[src/rtl/pc_fetch_unit.sv]
// Program-counter stage for instruction fetch: holds the PC, selects the next PC,
// advances only on a completed fetch handshake, traps on misaligned targets.
module pc_fetch_unit #(
    parameter int               XLEN     = 32,
    parameter logic [XLEN-1:0]  RESET_PC = '0
) (
    input  logic            clk,
    input  logic            rst,
    input  logic [1:0]      PCSrc,
    input  logic [XLEN-1:0] ImmExt,
    input  logic [XLEN-1:0] ALUResult,
    input  logic            stall,
    input  logic            imem_ready,
    output logic            imem_req,
    output logic [XLEN-1:0] PC,
    output logic [XLEN-1:0] PCPlus4,
    output logic [XLEN-1:0] PCTarget,
    output logic            misalign_err,
    output logic [31:0]     instret
);

    typedef enum logic [1:0] {
        BOOT = 2'b00,
        RUN  = 2'b01,
        TRAP = 2'b10
    } state_e;

    localparam logic [XLEN-1:0] PC_STEP = XLEN'(4);

    state_e          state_q, state_d;
    logic [XLEN-1:0] pc_q, pc_d;
    logic [31:0]     instret_q, instret_d;
    logic            err_q, err_d;
    logic            req_q, req_d;

    logic [XLEN-1:0] pc_plus4;
    logic [XLEN-1:0] pc_target;
    logic [XLEN-1:0] next_pc;
    logic            advance;
    logic            misaligned;

    always_comb begin
        pc_plus4  = pc_q + PC_STEP;
        pc_target = pc_q + ImmExt;

        next_pc = pc_q;
        unique case (PCSrc)
            2'b00:   next_pc = pc_plus4;
            2'b01:   next_pc = pc_target;
            2'b10:   next_pc = {ALUResult[XLEN-1:1], 1'b0};
            default: next_pc = pc_q;
        endcase

        // PCSrc=11 is a hold: it never counts as an advance, so it cannot trap either.
        advance    = (state_q == RUN) && imem_ready && !stall && (PCSrc != 2'b11);
        misaligned = (next_pc[1:0] != 2'b00);
    end

    always_comb begin
        state_d   = state_q;
        pc_d      = pc_q;
        instret_d = instret_q;
        err_d     = err_q;
        req_d     = req_q;

        unique case (state_q)
            BOOT: begin
                state_d = RUN;
                req_d   = 1'b1;
            end
            RUN: begin
                if (advance) begin
                    if (misaligned) begin
                        state_d = TRAP;
                        err_d   = 1'b1;
                        req_d   = 1'b0;
                    end else begin
                        pc_d      = next_pc;
                        instret_d = instret_q + 32'd1;
                    end
                end
            end
            TRAP: begin
                req_d = 1'b0;
                err_d = 1'b1;
            end
            default: begin
                state_d = BOOT;
                req_d   = 1'b0;
            end
        endcase
    end

    always_ff @(posedge clk) begin
        if (!rst) begin
            state_q   <= BOOT;
            pc_q      <= RESET_PC;
            instret_q <= '0;
            err_q     <= 1'b0;
            req_q     <= 1'b0;
        end else begin
            state_q   <= state_d;
            pc_q      <= pc_d;
            instret_q <= instret_d;
            err_q     <= err_d;
            req_q     <= req_d;
        end
    end

    assign imem_req     = req_q;
    assign PC           = pc_q;
    assign PCPlus4      = pc_plus4;
    assign PCTarget     = pc_target;
    assign misalign_err = err_q;
    assign instret      = instret_q;

endmodule

[config.mk]
export PLATFORM = sky130hd
export DESIGN_NAME = pc_fetch_unit
export DESIGN_NICKNAME = d
export VERILOG_FILES = /design/src/rtl/pc_fetch_unit.sv
export SDC_FILE = /design/constraint.sdc
export NUM_CORES = 1
export LEC_CHECK = 0
export CAP_MARGIN = 5
export CORE_UTILIZATION = 35
export CTS_CLUSTER_SIZE = 16
export DETAILED_ROUTE_END_ITERATION = 7
export PLACE_DENSITY = 0.65
export REMOVE_ABC_BUFFERS = 1
export SYNTH_ARGS = -nofsm -noshare
export SYNTH_HDL_FRONTEND = slang
export SYNTH_SLANG_ARGS = --single-unit
[constraint.sdc]
create_clock -name clk -period 3.41 [get_ports clk]
set_input_delay 0.341 -clock clk [delete_from_list [all_inputs] [get_ports clk]]
set_output_delay 0.341 -clock clk [all_outputs]
set_load 0.03 [all_outputs]
==> run notes, run 1 <==
yosys + openroad results -> r2r setup slk roughly 450 ps, Dominant flop cell dfxtp_1, CP required 3070 ps, Seq/total area 0.156, top layer in use met4, Hold Violations, Final 0, CP peak stage delay roughly 360 ps, R2R Path End PC[30]$_SDFFE_PN0P_, largest family of logic cells by area simple AND/OR/NAND/NOR gates, CTS root buf clkbuf_16, Post-Route WL 19.8 mm, IO Pins ~200, fraction of layout cells with a size suffix above 1 0.162, total CTS buffers 9, GRT Total Usage 0.237, Synth Area in Compound Gates 0.230, synthesis area per yosys 5630 µm², # diodes 0, crit-path max FO 3, vias in the first global route approximately 5,800, synthesized instance count 735, first-pass GRT wire length just over 30 mm, Simple-Gate Area Share 0.240, CTS tree done, largest area contributor in the netlist dfxtp_1, switching power total roughly 0.91 mW, leakage dissipation around 3.7 nW, CP Launch Point PC[0]$_SDFFE_PN0P_, via count approximately 6,300, sequential power share 0.309, Non-Clock Buffer Count approximately 270, Seq power approximately 0.83 mW, Max Cap Viol 0, die area roughly 17,000 µm², Sw Ratio 0.339, die height approximately 130 µm, largest net degree at the start of global routing 54, row cnt about 45, endpoints failing setup 0, clk buf depth 2, iteration-0 DRC count of the detailed router approximately 350, clock-net power 0.993 mW, First-pass DRT Iterations 5, transition time of the tightest slew-check pin approximately 580 ps, Area leader share 0.242, flop count around 68, Critical Path Start Type flop, GRT overflow 0, Synth Warn # 0, Post-Synth Adder-Cell Area 0.0770, I/O Buffers ~200, Setup crit end PCTarget[28], Non-clock buffering overhead 0.292, Hold Path Sink imem_req$_SDFFE_PN0P_, ANT nets after route 0, clock share of power 0.370, Placer Congestion 0.914, # DRC 0, Tool Warnings 27, tap cells 211, met2 wire len between 9 and 10 mm, worst vdd ir around 0.27 mV, max frequency 301 MHz, average routed wire per standard cell 16.6 µm, initial antenna violation count 0, CTS sink cnt about 68, WP buf/inv 5, minimum hold slack 455 ps, Worst-Skew Late Latency about 340 ps, cycle use final 0.975, most frequent cells after synthesis nor2_1 (73), dfxtp_1 (68), a21oi_1 (60), Worst path top cell family by delay AND-OR/OR-AND gates, Comb area ~4200 µm², Cell Chain, Critical Path ha_4, inv_2, fa_2, nand2b_4, a21oi_4, o21a_2, a21o_4, o21ai_4, a211oi_4, buf_6, buf_4, o21ai_4, xnor2_1, buf_4, buf_12, CP Class reg -> out, yosys xor share 0.134, design area 8810 µm², internal power roughly 1.8 mW, routing usage on met2 0.401, Yosys top cell by instances nor2_1, Crit path depth 15, overall power between 2 and 3 mW, RSZ-0062 raised after global routing yes, Arr. time, crit path just under 3000 ps, H-tree depth 3, Comb power frac 0.321, asr flop ratio synth 0, Pwr Density 305 nW/µm², register area between 1000 and 1500 µm², met1 Use GR 0.317, R2R cell count 13, Core Box Area approximately 15,000 µm², met1 WL about 9.1 mm, WHS Path Cells 2, top power group clock, vias per cell 5.27, hpwl dp between 10 and 15 mm, R2R Path Start PC[0]$_SDFFE_PN0P_, HP Class reg -> reg, clock skew slightly below 9 ps, Leading cell kind logic gates, Filler Cell Count around 1,500, final setup margin just under 90 ps, Inst Count DP 1,171, Placed Area just over 8000 µm², area delta synth->final 56.7%, fin nets approximately 1,100, met3 Use GR 0.0370, Final Slew Violations 0, chip width 129 µm, Post-synth EDFFs 0, Clock transition at path regs around 60 ps, sequential fraction of the synthesis area 0.242, Non-Clock Inverter Count 22, busiest grt layer met2, Mapped Area approximately 5600 µm², combinational gates slightly above 600, top cells by area dfxtp_1 (24%), xnor2_1 (7.8%), ha_1 (7.3%), hold path start imem_req$_SDFFE_PN0P_, Mean Syn Cell Area around 7.7 µm², status finished, final reports clean
## run 1: state kept, by name, indices dropped and copies added, names as in the netlist
signal,count
imem_req,1
state_q,2
misalign_err,1
PC,32
instret,32
## run 1: placed cells by master, fill, tap and decap left out, drive strengths merged, types with 12 or more instances in the layout
master         instances
o21ai                 50
xnor2                 50
dfxtp                 68
clkdlybuf4s50        163
nand2                 55
nand4                 17
and2                  16
and3                  12
buf                   94
a31oi                 12
ha                    33
inv                   24
nor3                  20
xor2                  36
mux2i                 12
a21o                  19
nor2                  74
a21oi                 61
nand3                 33
## run 1: what timing repair did
action	4_1_cts	5_1_grt
hold buffers	0	0
pin swaps	22	14
buffers inserted	4	3
setup endpoints to repair	13	15
gates resized	33	18
==> run_1/flops_by_reg.png <==
Other sequential cells in the stronger grey, the rest of the logic in the fainter grey.
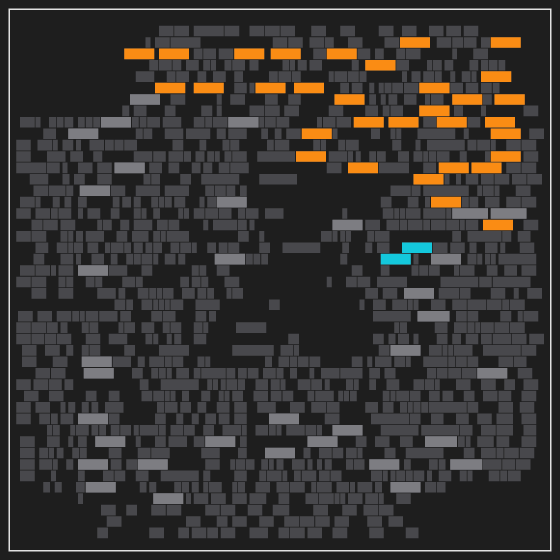
netlist name	colour	flops
state_q	cyan	2
instret	orange	32
not coloured	34

==> run_1/logic_types.png <==
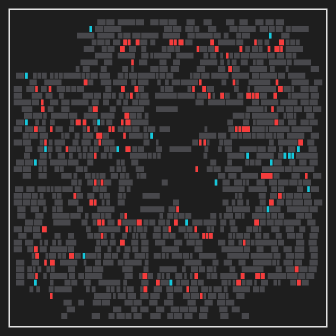
family	colour	cells
nand cells	red	112
inv cells	cyan	22

==> run_1/layer_met1.png <==
Supply wires on this layer in grey.
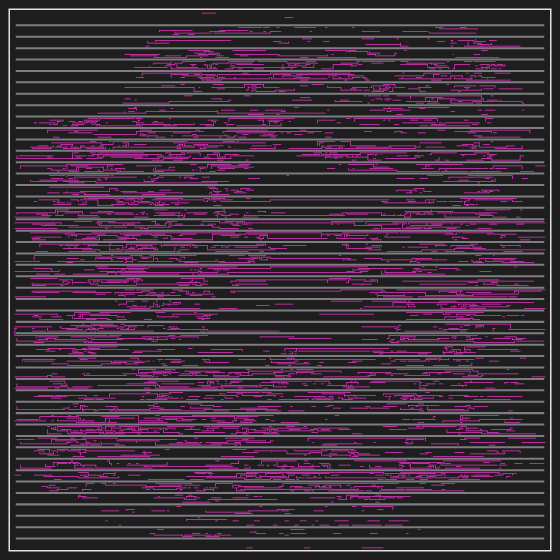
nets with wire on the layer	969
longest straight run	42.3 µm

==> run_1/power_grid.png <==
Pins as bars on the die edge.
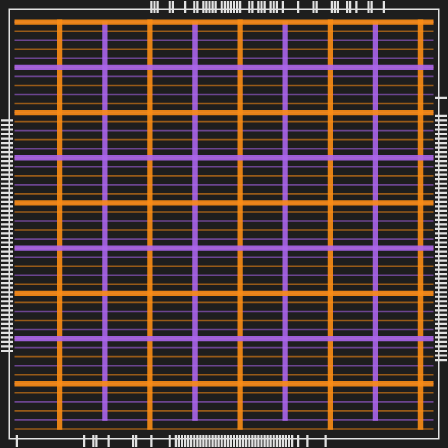
net	colour
VDD	purple
VSS	orange
signal pins	200
met5 straps	9
rows	45
met4 straps	9
met1 rails	46

==> run_1/clocks.png <==
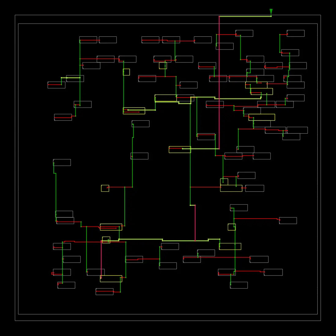

==> inputs of run 2 (changes only) <==
--- a/config.mk
+++ b/config.mk
@@ -6,11 +6,13 @@
 export NUM_CORES = 1
 export LEC_CHECK = 0
 export CAP_MARGIN = 5
+export CORE_ASPECT_RATIO = 2
 export CORE_UTILIZATION = 35
 export CTS_CLUSTER_SIZE = 16
 export DETAILED_ROUTE_END_ITERATION = 7
 export PLACE_DENSITY = 0.65
 export REMOVE_ABC_BUFFERS = 1
+export SKIP_CTS_REPAIR_TIMING = 1
 export SYNTH_ARGS = -nofsm -noshare
 export SYNTH_HDL_FRONTEND = slang
 export SYNTH_SLANG_ARGS = --single-unit
==> run_2/clocks.png <==
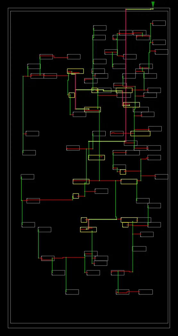
clk_buf instances: 9
clock skew: 11.5 ps
CTS sink cnt: 68
Worst-Skew Late Latency: 340 ps
total CTS buffers: 9

==> run 2 against run 1 <==
Net effect:
- setup slack worse by 40 ps
- die size up 0.19%
- critical path depth fell by 1
- first-iteration DRC count down 30%
- utilization is 0.15 points lower
- largest cell class unchanged
==> run notes, run 2 <==
yosys + openroad results -> status finished, final reports clean, synthesized instance count between 700 and 800, setup TNS 0 ps, largest family of logic cells by area simple AND/OR/NAND/NOR gates, r2r setup slk a little under 300 ps, hold path start imem_req$_SDFFE_PN0P_, most frequent cells after synthesis nor2_1 (73), dfxtp_1 (68), a21oi_1 (60), met3 routed WL approximately 830 µm, H-tree depth 3, Post-Synth Adder-Cell Area 0.0770, Post-synth EDFFs 0, final setup margin 46.5 ps, synthesis area per yosys ~5600 µm², crit-path max FO 5, First-pass DRT Iterations 5, Post-Route WL roughly 22 mm, Synth Warn # 0, Pwr Density 304 nW/µm², yosys xor share 0.134, cycle use final 0.986, ANT nets after route 0, top layer in use met4, Dominant flop cell dfxtp_1, Core Box Area roughly 16,000 µm², CP Class reg -> out, CP peak stage delay approximately 400 ps, floorplan core density 0.357, vias per cell around 5.3, CP Launch Point PC[0]$_SDFFE_PN0P_, RSZ-0062 raised after global routing yes, row cnt 65, area delta synth->final 59.8%, I/O Buffers around 200, average routed wire per standard cell about 18 µm, met2 wire len 12.0 mm, met1 WL 7.67 mm, sequential fraction of the synthesis area 0.242, overall power 2.74 mW, largest area contributor in the netlist dfxtp_1, Relative slew margins 0.557, Mux area share 0.0334, die height approximately 180 µm, ys flops 68, asr flop ratio synth 0, die area 16,600 µm², R2R cell count 14, met3 Use GR 0.0358, GRT Total Usage 0.259, Worst path top cell family by delay AND-OR/OR-AND gates, Cell variety after synth slightly below 70, fin util 0.570, pre-CTS setup slack -230 ps, # diodes 0, hpwl dp ~17 mm, final std cells w/o fill ~1,200, endpoints failing setup 0, first-pass GRT wire length 33.1 mm, max frequency just under 300 MHz, Critical Path Start Type flop, IO Pins 200, R2R Path End PC[30]$_SDFFE_PN0P_, Mapped Area 5630 µm², Max Cap Viol 0, yosys cell count around 740, fraction of layout cells with a size suffix above 1 0.173, largest net degree at the start of global routing 35, WHS Path Cells 2, worst vdd ir 0.192 mV, leakage dissipation 3.93 nW, Crit path depth 14, Clock transition at path regs roughly 60 ps, Max stage delay cell, worst path fa_2, Placed Area 8360 µm², clk buf depth 2, Inst Count DP 1,166, Cell Chain, Critical Path ha_4, inv_2, fa_2, nand2b_4, a21oi_2, o21a_2, a21o_4, o21ai_4, a211oi_4, buf_6, nor2_4, o21ai_2, xor2_1, buf_4, iteration-0 DRC count of the detailed router ~240, Tool Warnings 27, Setup crit end PCTarget[24], Synth Area in Compound Gates 0.230, CTS tree done, initial antenna violation count 0, routing usage on met2 0.508, Top Layout Cells clkdlybuf4s50_1 (157), buf_4 (83), nor2_1 (71), Area leader share 0.242, top cells by area dfxtp_1 (24%), xnor2_1 (7.8%), ha_1 (7.3%), crit end category output port, # DRC 0, WP buf/inv 3, GRT overflow 0, Hold Violations, Final 0, via count between 6,000 and 7,000, transition time of the tightest slew-check pin 656 ps, Filler Cell Count between 1,000 and 1,500, design area 8990 µm², busiest grt layer met2, fin nets roughly 1,100, met1 Use GR 0.251, Mean Syn Cell Area between 7 and 8 µm², HP Class reg -> reg, Simple-Gate Area Share 0.240, minimum hold slack 461 ps, CTS root buf clkbuf_16, chip width just over 90 µm, Yosys top cell by instances nor2_1, Arr. time, crit path 3020 ps, CP required ~3100 ps, Final Slew Violations 0, R2R Path Start PC[0]$_SDFFE_PN0P_, Top cell excl fill/tap clkdlybuf4s50_1, vias in the first global route 6,240, Placer Congestion roughly 0.89, Final min period ~3400 ps, Hold Path Sink imem_req$_SDFFE_PN0P_
-- run 2: cell count changes in the layout (fill, tap and decap cells not counted), moves of 3 or more --
cell             before  now
buf_12                6   14
buf_4                86   83
clkdlybuf4s50_1     163  157
dlygate4sd2_1         7    0
dlymetal6s2s_1        6   17
nor2_2                4    1
-- run 2: cell type report --
type                       instances  area (µm²)  share of cell area
tap                              201         251              0.0280
inverter                          22        82.6             0.00919
timing repair buffer             274        2720               0.302
multi-input combinational        605        4260               0.474
clock inverter                     7        82.6             0.00919
clock buffer                       9         225              0.0251
sequential                        68        1370               0.153
-- run 2: where the power goes --
group | internal [mW] | total [mW] | switching [mW]
logic | 0.429 | 0.921 | 0.492
clock network | 0.577 | 0.980 | 0.403
registers | 0.811 | 0.835 | 0.0239
total | 1.82 | 2.74 | 0.919
==> inputs of run 3 (changes only) <==
--- a/config.mk
+++ b/config.mk
@@ -13,6 +13,7 @@
 export PLACE_DENSITY = 0.65
 export REMOVE_ABC_BUFFERS = 1
 export SKIP_CTS_REPAIR_TIMING = 1
+export SLEW_MARGIN = 20
 export SYNTH_ARGS = -nofsm -noshare
 export SYNTH_HDL_FRONTEND = slang
 export SYNTH_SLANG_ARGS = --single-unit
==> run_3/flops_by_reg.png <==
Other sequential cells in the stronger grey, the rest of the logic in the fainter grey.
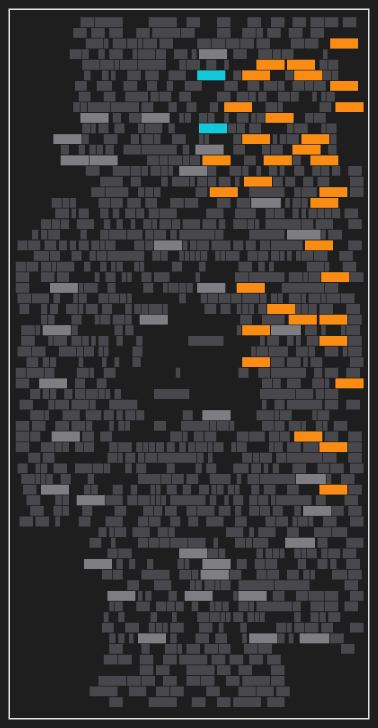
netlist name	colour	flops
state_q	cyan	2
instret	orange	32

==> run 3 against run 2 <==
Net effect:
- count of clock-buffer cells in the layout did not move
- register-to-register slack is essentially flat
- clock power about the same
- critical path depth is the same
- utilization is the same
- die size is the same
- non-clock buffer count unchanged
- hold slack stayed put
- power stayed put
- synthesized cell count stayed put
- via count stayed put
- largest cell class unchanged
- largest power group unchanged
==> run notes, run 3 <==
yosys + openroad results -> status finished, final reports clean, Filler Cell Count roughly 1,500, Synth Warn # 0, Relative slew margins 0.557, clock-net power 0.980 mW, Max stage delay cell, worst path fa_2, die height ~180 µm, clk buf depth 2, GRT overflow 0, sequential power share 0.305, WP buf/inv 3, P_comb roughly 0.92 mW, total CTS buffers 9, I/O Buffers between 150 and 200, average routed wire per standard cell roughly 18 µm, transition time of the tightest slew-check pin 656 ps, max frequency about 300 MHz, crit-path max FO 5, CTS tree done, Non-Clock Buffer Count 274, pre-CTS setup slack -230 ps, CP peak stage delay around 400 ps, vias per cell about 5.3, Synth Area in Compound Gates 0.230, top layer in use met4, final setup margin roughly 46 ps, largest area contributor in the netlist dfxtp_1, worst vdd ir 0.192 mV, Final Slew Violations 0, CTS sink cnt approximately 70, Post-Route WL about 22 mm, Leading cell kind logic gates, Worst path top cell family by delay AND-OR/OR-AND gates, Simple-Gate Area Share 0.240, fin nets approximately 1,100, Sw Ratio 0.336, synthesis area per yosys between 5000 and 6000 µm², H-tree depth 3, Arr. time, crit path between 3000 and 4000 ps, Hold Violations, Final 0, minimum hold slack between 400 and 500 ps, largest family of logic cells by area simple AND/OR/NAND/NOR gates, Worst-Skew Late Latency around 340 ps, clk_buf instances 9, sequential fraction of the synthesis area 0.242, floorplan core density 0.357, Yosys top cell by instances nor2_1, Dominant flop cell dfxtp_1, via count between 6,000 and 7,000, overall power approximately 2.7 mW, Comb power frac 0.337, Seq power roughly 0.84 mW, routing usage on met2 0.508, leakage dissipation slightly below 4 nW, CP required a little over 3000 ps, First-pass DRT Iterations 5, synthesized instance count ~740, setup TNS 0 ps, GRT Total Usage 0.259, Placer Congestion roughly 0.89, IO Pins approximately 200, CP Class reg -> out, chip width 91.6 µm, die area ~17,000 µm², final std cells w/o fill 1,186, clock skew between 10 and 15 ps, met3 routed WL roughly 830 µm, # diodes 0, Area leader share 0.242, Top Layout Cells clkdlybuf4s50_1 (157), buf_4 (83), nor2_1 (71), crit end category output port, flop count 68, ANT nets after route 0, CTS root buf clkbuf_16, endpoints failing setup 0, met3 Use GR 0.0358, combinational gates between 600 and 700, met2 wire len about 12 mm, internal power ~1.8 mW, area delta synth->final 59.8%, HP Class reg -> reg, Mean Syn Cell Area ~7.7 µm², Inst Count DP 1,166, switching power total 0.919 mW, Pwr Density approximately 300 nW/µm², yosys xor share 0.134, tap cells approximately 200, Non-Clock Inverter Count 22, Core Box Area ~16,000 µm², Final min period roughly 3400 ps, busiest grt layer met2, # DRC 0, vias in the first global route 6,240, Seq/total area 0.153, Comb/total area 0.474
==> run 3: cell counts after synthesis <==
Identical to the previous run, type by type.
==> run 3: path summary, 6_finish.rpt <==
path	start	endpoint	slack, ps	cells after the start
max reg2reg	PC[0]$_SDFFE_PN0P_	PC[30]$_SDFFE_PN0P_	290	14
min reg2reg	imem_req$_SDFFE_PN0P_	imem_req$_SDFFE_PN0P_	460	2
max	PC[0]$_SDFFE_PN0P_	PCTarget[24]	50	14
min	imem_req$_SDFFE_PN0P_	imem_req$_SDFFE_PN0P_	460	2
==> run 3: worst min-delay path: cells and delay by family, from the launching register on <==
family / cells / cell delay (ps)
flops: 1 / 310
compound gates: 1 / 60
buf+inv: 1 / 40
Power figures rest on the tool's default switching activity, not on a simulated workload.
